<file path="config.mk">
export PLATFORM = sky130hd
export DESIGN_NAME = ahb5_to_apb4_bridge
export DESIGN_NICKNAME = d
export VERILOG_FILES = /design/src/rtl/ahb5_apb_pkg.sv /design/src/rtl/apb4_timeout_counter.sv /design/src/rtl/ahb5_to_apb4_bridge.sv
export SDC_FILE = /design/constraint.sdc
export NUM_CORES = 1
export LEC_CHECK = 0
export CORE_MARGIN = 3
export CORE_UTILIZATION = 42
export DETAILED_ROUTE_END_ITERATION = 8
export MAX_ROUTING_LAYER = met4
export PLACE_DENSITY = 0.88
export SETUP_SLACK_MARGIN = 0.3
export SYNTH_ARGS = -nofsm -noshare
export SYNTH_HDL_FRONTEND = slang
export SYNTH_SLANG_ARGS = --single-unit
export TNS_END_PERCENT = 10
</file>
<file path="constraint.sdc">
create_clock -name HCLK -period 2.2 [get_ports HCLK]
set_input_delay 0.44 -clock HCLK [delete_from_list [all_inputs] [get_ports HCLK]]
set_output_delay 0.44 -clock HCLK [all_outputs]
set_load 0.005 [all_outputs]
</file>
<file path="src/rtl/ahb5_apb_pkg.sv">
// Shared types and helpers for the AHB5-to-APB4 bridge.
package ahb5_apb_pkg;

    typedef enum logic [1:0] {
        HTRANS_IDLE   = 2'b00,
        HTRANS_BUSY   = 2'b01,
        HTRANS_NONSEQ = 2'b10,
        HTRANS_SEQ    = 2'b11
    } htrans_e;

    typedef enum logic [2:0] {
        HSIZE_BYTE = 3'b000,
        HSIZE_HALF = 3'b001,
        HSIZE_WORD = 3'b010
    } hsize_e;

    localparam logic HRESP_OKAY  = 1'b0;
    localparam logic HRESP_ERROR = 1'b1;

    typedef enum logic [2:0] {
        ST_IDLE,
        ST_WDATA,
        ST_SETUP,
        ST_ACCESS,
        ST_DONE,
        ST_ERR1,
        ST_ERR2
    } bridge_state_e;

    function automatic logic [3:0] pstrb_f(input logic [2:0] hsize, input logic [1:0] addr_lo);
        case (hsize)
            HSIZE_BYTE: return 4'b0001 << addr_lo;
            HSIZE_HALF: return 4'b0011 << {addr_lo[1], 1'b0};
            HSIZE_WORD: return 4'b1111;
            default:    return 4'b0000;
        endcase
    endfunction

    // Sizes above a word and addresses not aligned to the transfer size are rejected.
    function automatic logic xfer_err_f(input logic [2:0] hsize, input logic [1:0] addr_lo);
        case (hsize)
            HSIZE_BYTE: return 1'b0;
            HSIZE_HALF: return addr_lo[0];
            HSIZE_WORD: return |addr_lo;
            default:    return 1'b1;
        endcase
    endfunction

endpackage

</file>
<file path="src/rtl/apb4_timeout_counter.sv">
// Saturating wait-cycle counter for the APB ACCESS phase.
module apb4_timeout_counter #(
    parameter int unsigned TIMEOUT_CYCLES = 256
) (
    input  logic clk,
    input  logic rst_n,
    input  logic en,
    input  logic clr,
    output logic expired
);

    localparam int unsigned CNT_W = (TIMEOUT_CYCLES == 0) ? 1 : $clog2(TIMEOUT_CYCLES + 1);
    localparam logic [CNT_W-1:0] CNT_MAX = CNT_W'(TIMEOUT_CYCLES);

    logic [CNT_W-1:0] count;

    always_ff @(posedge clk or negedge rst_n) begin
        if (!rst_n) begin
            count <= '0;
        end else if (clr) begin
            count <= '0;
        end else if (en && (count != CNT_MAX)) begin
            count <= count + 1'b1;
        end
    end

    // Flags the wait cycle that brings the count up to TIMEOUT_CYCLES.
    assign expired = (TIMEOUT_CYCLES != 0) && en && (count == CNT_MAX - 1'b1);

endmodule

</file>
<file path="src/rtl/ahb5_to_apb4_bridge.sv">
// AHB5 subordinate converting single AHB transfers into APB4 requester transfers.
// state  | meaning
// IDLE   | ready, no transfer in flight
// WDATA  | write accepted, capturing HWDATA
// SETUP  | APB setup phase (PSEL=1, PENABLE=0)
// ACCESS | APB access phase, waiting for PREADY or timeout
// DONE   | transfer finished OKAY, HRDATA valid for reads
// ERR1   | first ERROR response cycle (HREADYOUT=0)
// ERR2   | second ERROR response cycle (HREADYOUT=1)
module ahb5_to_apb4_bridge
    import ahb5_apb_pkg::*;
#(
    parameter int unsigned ADDR_WIDTH     = 32,
    parameter int unsigned TIMEOUT_CYCLES = 256
) (
    input  logic                  HCLK,
    input  logic                  HRESETn,
    input  logic                  HSEL,
    input  logic [31:0]           HADDR,
    input  logic [1:0]            HTRANS,
    input  logic                  HWRITE,
    input  logic [2:0]            HSIZE,
    input  logic [3:0]            HPROT,
    input  logic                  HNONSEC,
    input  logic [31:0]           HWDATA,
    input  logic                  HREADY,
    output logic                  HREADYOUT,
    output logic [31:0]           HRDATA,
    output logic                  HRESP,
    output logic [ADDR_WIDTH-1:0] PADDR,
    output logic                  PSEL,
    output logic                  PENABLE,
    output logic                  PWRITE,
    output logic [31:0]           PWDATA,
    output logic [3:0]            PSTRB,
    output logic [2:0]            PPROT,
    input  logic                  PREADY,
    input  logic                  PSLVERROR,
    input  logic [31:0]           PRDATA
);

    bridge_state_e state, state_nxt;

    logic    can_accept;
    logic    active_trans;
    logic    accept;
    logic    req_err;
    logic    tmo_en;
    logic    tmo_clr;
    logic    tmo_expired;
    logic    hreadyout_nxt;
    logic    hresp_nxt;
    logic    psel_nxt;
    logic    penable_nxt;
    htrans_e htrans;
    logic    unused_ok;

    assign htrans       = htrans_e'(HTRANS);
    assign active_trans = (htrans == HTRANS_NONSEQ) || (htrans == HTRANS_SEQ);
    assign can_accept   = (state == ST_IDLE) || (state == ST_DONE) || (state == ST_ERR2);
    assign accept       = can_accept && HSEL && HREADY && active_trans;
    assign req_err      = xfer_err_f(HSIZE, HADDR[1:0]);
    assign unused_ok    = ^HPROT[3:2];

    assign tmo_en  = (state == ST_ACCESS) && !PREADY;
    assign tmo_clr = (state_nxt == ST_SETUP);

    apb4_timeout_counter #(
        .TIMEOUT_CYCLES(TIMEOUT_CYCLES)
    ) u_timeout (
        .clk    (HCLK),
        .rst_n  (HRESETn),
        .en     (tmo_en),
        .clr    (tmo_clr),
        .expired(tmo_expired)
    );

    always_ff @(posedge HCLK or negedge HRESETn) begin
        if (!HRESETn) begin
            state <= ST_IDLE;
        end else begin
            state <= state_nxt;
        end
    end

    always_comb begin
        state_nxt = state;
        case (state)
            ST_IDLE, ST_DONE, ST_ERR2: begin
                if (!accept) begin
                    state_nxt = ST_IDLE;
                end else if (req_err) begin
                    state_nxt = ST_ERR1;
                end else begin
                    state_nxt = HWRITE ? ST_WDATA : ST_SETUP;
                end
            end
            ST_WDATA:  state_nxt = ST_SETUP;
            ST_SETUP:  state_nxt = ST_ACCESS;
            ST_ACCESS: begin
                if (PREADY) begin
                    state_nxt = PSLVERROR ? ST_ERR1 : ST_DONE;
                end else if (tmo_expired) begin
                    state_nxt = ST_ERR1;
                end
            end
            ST_ERR1:   state_nxt = ST_ERR2;
            default:   state_nxt = ST_IDLE;
        endcase
    end

    // Outputs are decoded from the next state so they can be registered without lag.
    always_comb begin
        hreadyout_nxt = 1'b1;
        hresp_nxt     = HRESP_OKAY;
        psel_nxt      = 1'b0;
        penable_nxt   = 1'b0;
        case (state_nxt)
            ST_WDATA:  hreadyout_nxt = 1'b0;
            ST_SETUP: begin
                hreadyout_nxt = 1'b0;
                psel_nxt      = 1'b1;
            end
            ST_ACCESS: begin
                hreadyout_nxt = 1'b0;
                psel_nxt      = 1'b1;
                penable_nxt   = 1'b1;
            end
            ST_ERR1: begin
                hreadyout_nxt = 1'b0;
                hresp_nxt     = HRESP_ERROR;
            end
            ST_ERR2:   hresp_nxt = HRESP_ERROR;
            default:   ;
        endcase
    end

    always_ff @(posedge HCLK or negedge HRESETn) begin
        if (!HRESETn) begin
            HREADYOUT <= 1'b1;
            HRESP     <= HRESP_OKAY;
            PSEL      <= 1'b0;
            PENABLE   <= 1'b0;
        end else begin
            HREADYOUT <= hreadyout_nxt;
            HRESP     <= hresp_nxt;
            PSEL      <= psel_nxt;
            PENABLE   <= penable_nxt;
        end
    end

    always_ff @(posedge HCLK or negedge HRESETn) begin
        if (!HRESETn) begin
            PADDR  <= '0;
            PWRITE <= 1'b0;
            PSTRB  <= 4'b0000;
            PPROT  <= 3'b000;
            PWDATA <= '0;
            HRDATA <= '0;
        end else begin
            if (accept && !req_err) begin
                PADDR  <= HADDR[ADDR_WIDTH-1:0];
                PWRITE <= HWRITE;
                PSTRB  <= HWRITE ? pstrb_f(HSIZE, HADDR[1:0]) : 4'b0000;
                PPROT  <= {~HPROT[0], HNONSEC, HPROT[1]};
            end
            if (state == ST_WDATA) begin
                PWDATA <= HWDATA;
            end
            if ((state == ST_ACCESS) && PREADY && !PSLVERROR && !PWRITE) begin
                HRDATA <= PRDATA;
            end
        end
    end

endmodule

</file>
==> flow_metrics.tcl, run 1 <==
# implementation run metrics
set metrics [dict create \
    r2r_end "PADDR[24]" \
    top_cells_by_count "dfrtp_1 (119), mux2_2 (63), mux2_4 (36)" \
    rrSetupSlack_ns 0.34 \
    critPathMaxStageDelay_ns 0.46 \
    stdcell_area_um2 7980 \
    first_global_vias 3847 \
    worstRegToRegCells 5 \
    via_count 3538 \
    maxSlewViolCount 0 \
    cts_buffers 17 \
    crit_type "reg -> reg" \
    synthCells 325 \
    cp-start-kind "register" \
    rsz0062_at_grt "yes" \
    synth-warning-count 0 \
    ant_nets 0 \
    vias_per_cell 4.90 \
    status "finished, final reports clean" \
    synthTopCellsByArea "dfrtp_1 (60%), mux2_2 (14%), mux2_4 (11%)" \
    crit_chain "and4b_2 -> nand2_4 -> or2_2 -> buf_12 -> mux2_4" \
    logic_family "multiplexers" \
    wl_um 13000 \
    whs_ns 0.0119 \
    yosysTopAreaCell "dfrtp_1" \
    finClkSkew_ns 0.00950 \
    ctsLongestPathBuffers 2 \
    antenna_cells 0 \
    drc 0 \
    htreeDepth 4 \
    dpl.hpwl_um 9530 \
    fp-row-count 39 \
    initial_utilization_pct 43.3 \
    cap_violations 0 \
    crit_slowest_cell "dfrtp_2" \
    xor_share_pct 1.06 \
    avgSynthCellArea_um2 15.3 \
    fin_nets 682 \
    relSlewSlack_pct 61.6 \
    core_area_um2 11500 \
    syn-num-nets 441 \
    synth-async-reset-ratio_pct 100 \
    die_w_um 115 \
    io_pins 221 \
    ys_cells 325 \
    grt_pass1_wl_um 20200 \
    drt_pass1_iterations 4 \
    grt_max_degree 54 \
    simple_gate_share_pct 5.54 \
    leakage_nw 3.55 \
    worstPathArrival_ns 2.15 \
    place.gp.congestion 0.816 \
    cts.sinks 120 \
    power_mw 10.9 \
    yosysUniqueCellTypes 40 \
    tightest_slew_ns 0.576 \
    tool_warnings 32 \
    final.fill_count 790 \
    ys_ff 120 \
    hold_path.class "in -> async" \
    die-area_um2 13200 \
    p_per_area_nw_per_um2 1360 \
    cp.required_ns 2.49 \
    synth-edff-count 0 \
]
-- run 1: final cells by class --
type                    count  area, µm²  share of cell area [%]
inverters                   6       22.5                   0.282
flip-flops and latches    120       3010                    37.6
multi-input cells         186       1820                    22.8
clock buffers              18        439                    5.50
repair buffers            235       2340                    29.3
clock inverters            14        173                    2.16
well taps                 143        179                    2.24
-- run 1: where the power goes --
| part | total, mW | internal, mW | switching, mW |
|---|---|---|---|
| combinational | 4.22 | 2.94 | 1.28 |
| sequential | 3.82 | 3.23 | 0.590 |
| clock | 2.85 | 1.82 | 1.03 |
| total | 10.9 | 8.00 | 2.90 |
-- run 1: what timing repair did --
item                       in CTS  in global routing
buffers inserted                2                  2
setup endpoints to repair       3                 40
resized                         2                  6
gates cloned                    0                  0
pin swaps                       0                  4
hold buffers                    0                  0
-- run 1: metal layers --
layer | part of all wire (%) | track usage [%]
met1 | 38 | 23.7
met2 | 53 | 34.7
met3 | 6.3 | 5.79
met4 | 1.7 | 6.73
met5 | 0 | -
-- run 1: registers in the layout, indices dropped and copies added (netlist names) --
| register | cells |
|---|---|
| HRDATA | 32 |
| PADDR | 32 |
| PWDATA | 32 |
| u_timeout.count | 9 |
| PSTRB | 4 |
| PPROT | 3 |
| state | 3 |
| HREADYOUT | 1 |
| HRESP | 1 |
| PENABLE | 1 |
| PSEL | 1 |
| PWRITE | 1 |
-- run 1: how the worst max path moves through the flow --
stage | start | to | slack (ns) | cells after the start
floorplan | u_timeout.count[0] | HRESP | 0.40 | 8
global placement | HTRANS[1] | PADDR[18] | -0.006 | 6
detailed placement | HSEL | PADDR[31] | -0.03 | 6
CTS | u_timeout.count[0] | HRESP | 0.30 | 8
global route | u_timeout.count[3] | HRESP | 0.24 | 7
finish | state[0] | PADDR[24] | 0.34 | 5
-- run 1: metrics by stage --
stage / setup slack (ns) / utilization [%]
3_3_place_gp: -0.00556 / 63.9
6_report: 0.342 / 69.6
2_1_floorplan: 0.397 / -
4_1_cts: 0.300 / 69.4
5_1_grt: 0.244 / 69.6
3_5_place_dp: -0.0317 / 63.9
-- run 1: worst max-delay path: cells and delay by family, from the launching register on --
family                 cells  cell delay (ns)
DFF                        1             0.46
and+or+nand+nor            3             0.71
buffers and inverters      1             0.22
muxes                      1             0.33
-- run 1: cell usage in the layout, fill, tap and decap left out, types with 2 or more instances in the layout --
master           Yosys  layout
clkinv_4             0       3
nand2_1              7       7
nor2b_1              3       3
o31ai_1              2       2
clkinv_2             0       3
o21ai_0             10      10
inv_6                0       3
nand3b_1             2       2
bufinv_16            0       3
nor4b_1              2       2
nor3_1               5       5
clkinvlp_4           0       2
or3_1                2       2
buf_4                0      16
mux2_4              36      36
clkbuf_16            0      17
clkdlybuf4s50_1      0     215
xnor2_1              6       6
a21oi_1             10      10
mux2_2              63      63
buf_12               3       3
nor2_1              13      13
ha_2                 0       2
dfrtp_1            119     118
nand3_1              5       4
inv_1                6       6
-- run 1: cell families (layout without fill, tap and decap cells) --
| group | Yosys count | after routing |
|---|---|---|
| compound gates | 27 | 27 |
| xor+xnor | 6 | 6 |
| fa+ha+maj | 3 | 3 |
| buf+inv | 19 | 273 |
| flops | 120 | 120 |
| mux | 101 | 101 |
| simple gates | 49 | 49 |
**Run 1: M3 wires**

Drawn at 2 px/µm.
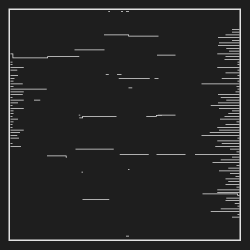
The longest straight run is 21.9 µm. The layer carries 817 µm of wire. The wires run mostly horizontal. The layer holds 6.3% of the routed length.

**Run 1: track usage over the die**

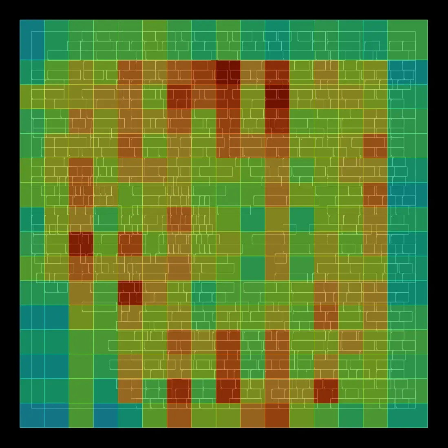
Total Routing Usage GR: 20.5%
M3 GR Usage: 5.79%
WL per Instance: 18.0 µm
grt met2 use: 34.7%
GR peak layer: met2

**Run 1: selected gate families**

Drawn at 4 px/µm.
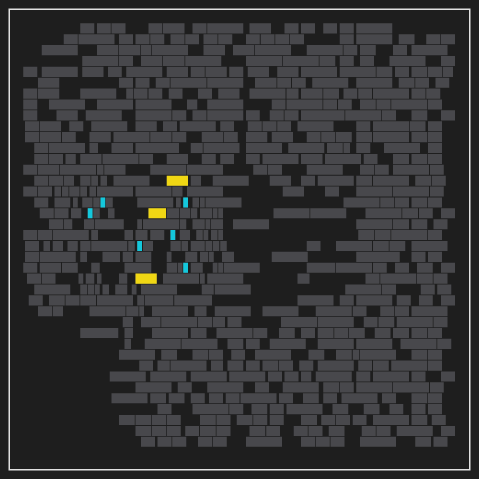
Key: fa/ha/maj cells = yellow [cells 3, most used ha_2]; inv cells = cyan [cells 6, most used inv_1]
Comb/total area: 22.8%
fin cells: 722
most frequent logic cell in the layout: clkdlybuf4s50_1

**Run 1: M2 wires**

Drawn at 2 px/µm. Cells faint in the background.
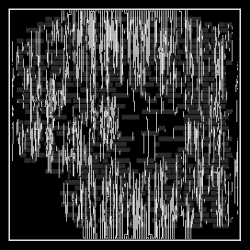

==> run 2, diff against run 1 <==
CORE_UTILIZATION = 38   (was 42)
PLACE_DENSITY = 0.85   (was 0.88)
clock period = 1.5 ns   (was 2.2 ns; I/O delays follow)
**Run 2: M2 wires**

Drawn at 2 px/µm. Cells faint in the background.
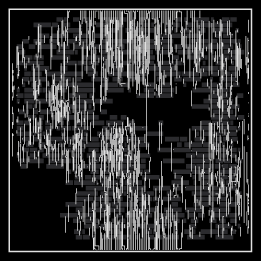
The wires run mostly vertical. 667 nets have wire on it. The longest straight run is 46.6 µm.
vias: 3716
Post-Route WL: 14000 µm
grt met2 use: 32.8%

**Run 2: selected gate families**

Drawn at 4 px/µm.
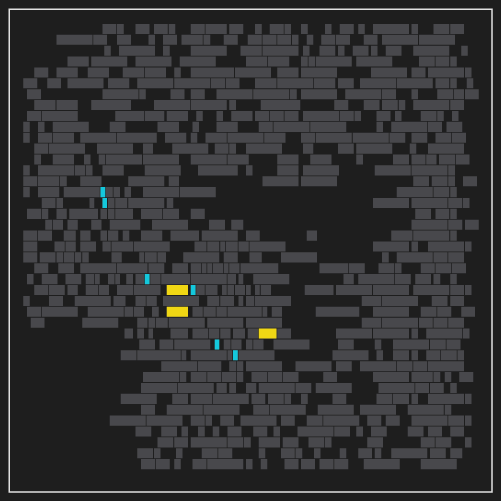
Key: inv cells = cyan [cells 6, most used inv_1]; fa/ha/maj cells = yellow [cells 3, most used ha_2]
fin cells: 784
Comb/total area: 24.2%
most frequent logic cell in the layout: dfrtp_1

==> flow_metrics.tcl, run 2 <==
# implementation run metrics
set metrics [dict create \
    synth_seq_share_pct 60.5 \
    drive_above_1_share_pct 52.1 \
    cp-start-kind "register" \
    die_w_um 120 \
    htreeDepth 4 \
    tritoncts "done" \
    grt_pass1_wl_um 21300 \
    setup_violations 80 \
    core_area_um2 12700 \
    logic_family "multiplexers" \
    simple_gate_share_pct 5.54 \
    top_cells_by_count "dfrtp_1 (119), mux2_2 (63), mux2_4 (36)" \
    tool_warnings 33 \
    rsz0062_at_grt "yes" \
    syn_area_um2 4970 \
    xor_share_pct 1.06 \
    dpl.hpwl_um 9760 \
    mux_share_pct 25.6 \
    cts.sinks 120 \
    drt-initial-drc-count 176 \
    synth-edff-count 0 \
    yosysTopAreaCellShare_pct 59.9 \
    fa_ha_area_share_pct 0.756 \
    cp.required_ns 1.79 \
    fmax_ghz 0.550 \
    fin_crit_sh_pct 121 \
    avgSynthCellArea_um2 15.3 \
    cap_violations 0 \
    crit_path_end_kind "register" \
    synth-warning-count 0 \
    clk_pin_slew_ns 0.06 \
    grt_remaining_overflow 0 \
    ys_ff 120 \
    yosysTopAreaCell "dfrtp_1" \
    fin_nets 715 \
    vias_per_cell 4.74 \
    drc 0 \
    timing.final.hold_violations 0 \
    crit_type "reg -> reg" \
    initial_utilization_pct 39.0 \
    largestRegisters "HRDATA: 32 flops, PADDR: 32 flops, PWDATA: 32 flops" \
    critPathMaxFanout 3 \
    ctsLongestPathBuffers 2 \
    hold_path.class "in -> async" \
    yosysUniqueCellTypes 40 \
    synthCells 325 \
    ys_cells 325 \
    die-area_um2 14500 \
    first_global_vias 3989 \
    seq_area_um2 3000 \
    logic_area_um2 1940 \
    drt_pass1_iterations 4 \
    finClkSkew_ns 0.00508 \
    fin_ws_ns -0.318 \
    clkLatencyLatePin_ns 0.40 \
    antenna_cells 0 \
    antenna_found_initial 0 \
    final.fill_count 965 \
    syn-num-nets 441 \
    compound_area_share_pct 3.30 \
    leakage_nw 3.89 \
    ir_worst_vdd_mv 0.814 \
    worstPathArrival_ns 2.11 \
    io_pins 221 \
    relSlewSlack_pct 75.1 \
    die_h_um 120 \
    fp-row-count 41 \
    failed_checks "setup timing" \
    ys_chip_area_um2 4970 \
    synth_top_flop_cell "dfrtp_1" \
    top_cell "dfrtp_1" \
    synthTopCellsByArea "dfrtp_1 (60%), mux2_2 (14%), mux2_4 (11%)" \
    p_per_area_nw_per_um2 1900 \
    cts-root-buf "clkbuf_16" \
    cts_buffers 17 \
    area_delta_synth_final_pct 61.3 \
    status "complete, but fails checks" \
    synth-async-reset-ratio_pct 100 \
    whs_ns 0.342 \
    io_buffers 217 \
    ant_nets 0 \
    fin_crit_ns 1.82 \
    place.gp.congestion 0.801 \
    lay_top_cells "dfrtp_1 (119), clkdlybuf4s50_1 (108), buf_2 (102), mux2_2 (59), mux2_4 (40)" \
    grt_max_degree 40 \
    tightest_slew_ns 0.369 \
    maxSlewViolCount 0 \
]
**Run 2: track usage over the die**

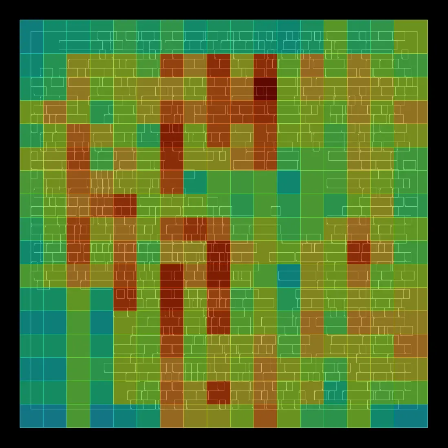
Finished Core Util: 63.0%
WL per Instance: 17.8 µm
Total Routing Usage GR: 19.5%
met1 usage: 23.2%

[run 2: cell counts after synthesis]
No cell type changed its count.
[run 2: critical path, cell delays in order (launching register included)]
cell and delay (ns):
dfrtp_1 0.40, ha_2 0.22, nand3_2 0.07, nor2_2 0.04
ha_2 0.19, or2_4 0.23, a21o_1 0.17, a32o_2 0.25
and2_4 0.15
[run 2: cell type report]
| class | count | area share, % |
|---|---|---|
| tap | 172 | 2.69 |
| clock buffer | 20 | 5.82 |
| clock inverter | 12 | 1.86 |
| multi-input combinational | 186 | 24.2 |
| sequential | 120 | 37.5 |
| timing repair buffer | 268 | 27.7 |
| inverter | 6 | 0.281 |
[run 2: through the flow]
step / TNS, ns / area [µm²] / power, mW / std cells / setup WS [ns]
6_report: -11.68 / 8010 / 15.3 / 784 / -0.318
5_1_grt: -18.28 / 8010 / 16.1 / 784 / -0.350
4_1_cts: -10.16 / 7920 / 15.3 / 779 / -0.260
3_5_place_dp: -42.88 / 7580 / 12.1 / 739 / -0.640
3_3_place_gp: -37.33 / 7580 / 11.9 / 739 / -0.557
2_1_floorplan: -11.99 / 4980 / 7.94 / 325 / -0.198
[run 2: worst paths after layout]
path                                    start    endpoint  slack [ns]  cells after the start
setup reg to reg           u_timeout.count[1]       HRESP       -0.32                      8
hold / removal                        HRESETn  HRDATA[16]        0.34                      2
min in group HCLK                    HPROT[0]    PPROT[2]        0.47                      2
setup / recovery           u_timeout.count[1]       HRESP       -0.32                      8
max in group asynchronous             HRESETn   HREADYOUT        0.59                      3
hold reg to reg                    HRDATA[22]  HRDATA[22]        0.50                      1
[run 2: metal layers]
| metal | routed length, µm | vias to the layer above | global-route usage, % |
|---|---|---|---|
| li1 | - | 1710 | - |
| met3 | 891 | 21 | 5.19 |
| met4 | 199 | 0 | 5.88 |
| met1 | 5720 | 1834 | 23.2 |
| met2 | 7140 | 151 | 32.8 |
| met5 | 0 | - | - |
[run 2: cell families after synthesis]
kind of cell	after synthesis
DFF	120
muxes	101
and+or+nand+nor	49
AOI/OAI and AO/OA	27
buffers and inverters	19
xor gates and xnor gates	6
adders and majority gates	3
[run 2: what timing repair did]
item / 4_1_cts / 5_1_grt
buffers inserted: 3 / 5
setup endpoints to repair: 227 / 228
gates cloned: 4 / 0
endpoints found under the hold margin: 18 / 0
pin swaps: 6 / 5
resized: 441 / 29
hold buffers: 1 / 0
[run 2: report_power, final]
group,total [mW],internal (mW),switching [mW],leakage [nW]
Sequential,5.53,4.74,0.787,1.50
Clock,4.18,2.73,1.45,0.294
Combinational,5.55,3.43,2.12,2.09
No activity file was given, so power comes from the tool's default toggle rates.
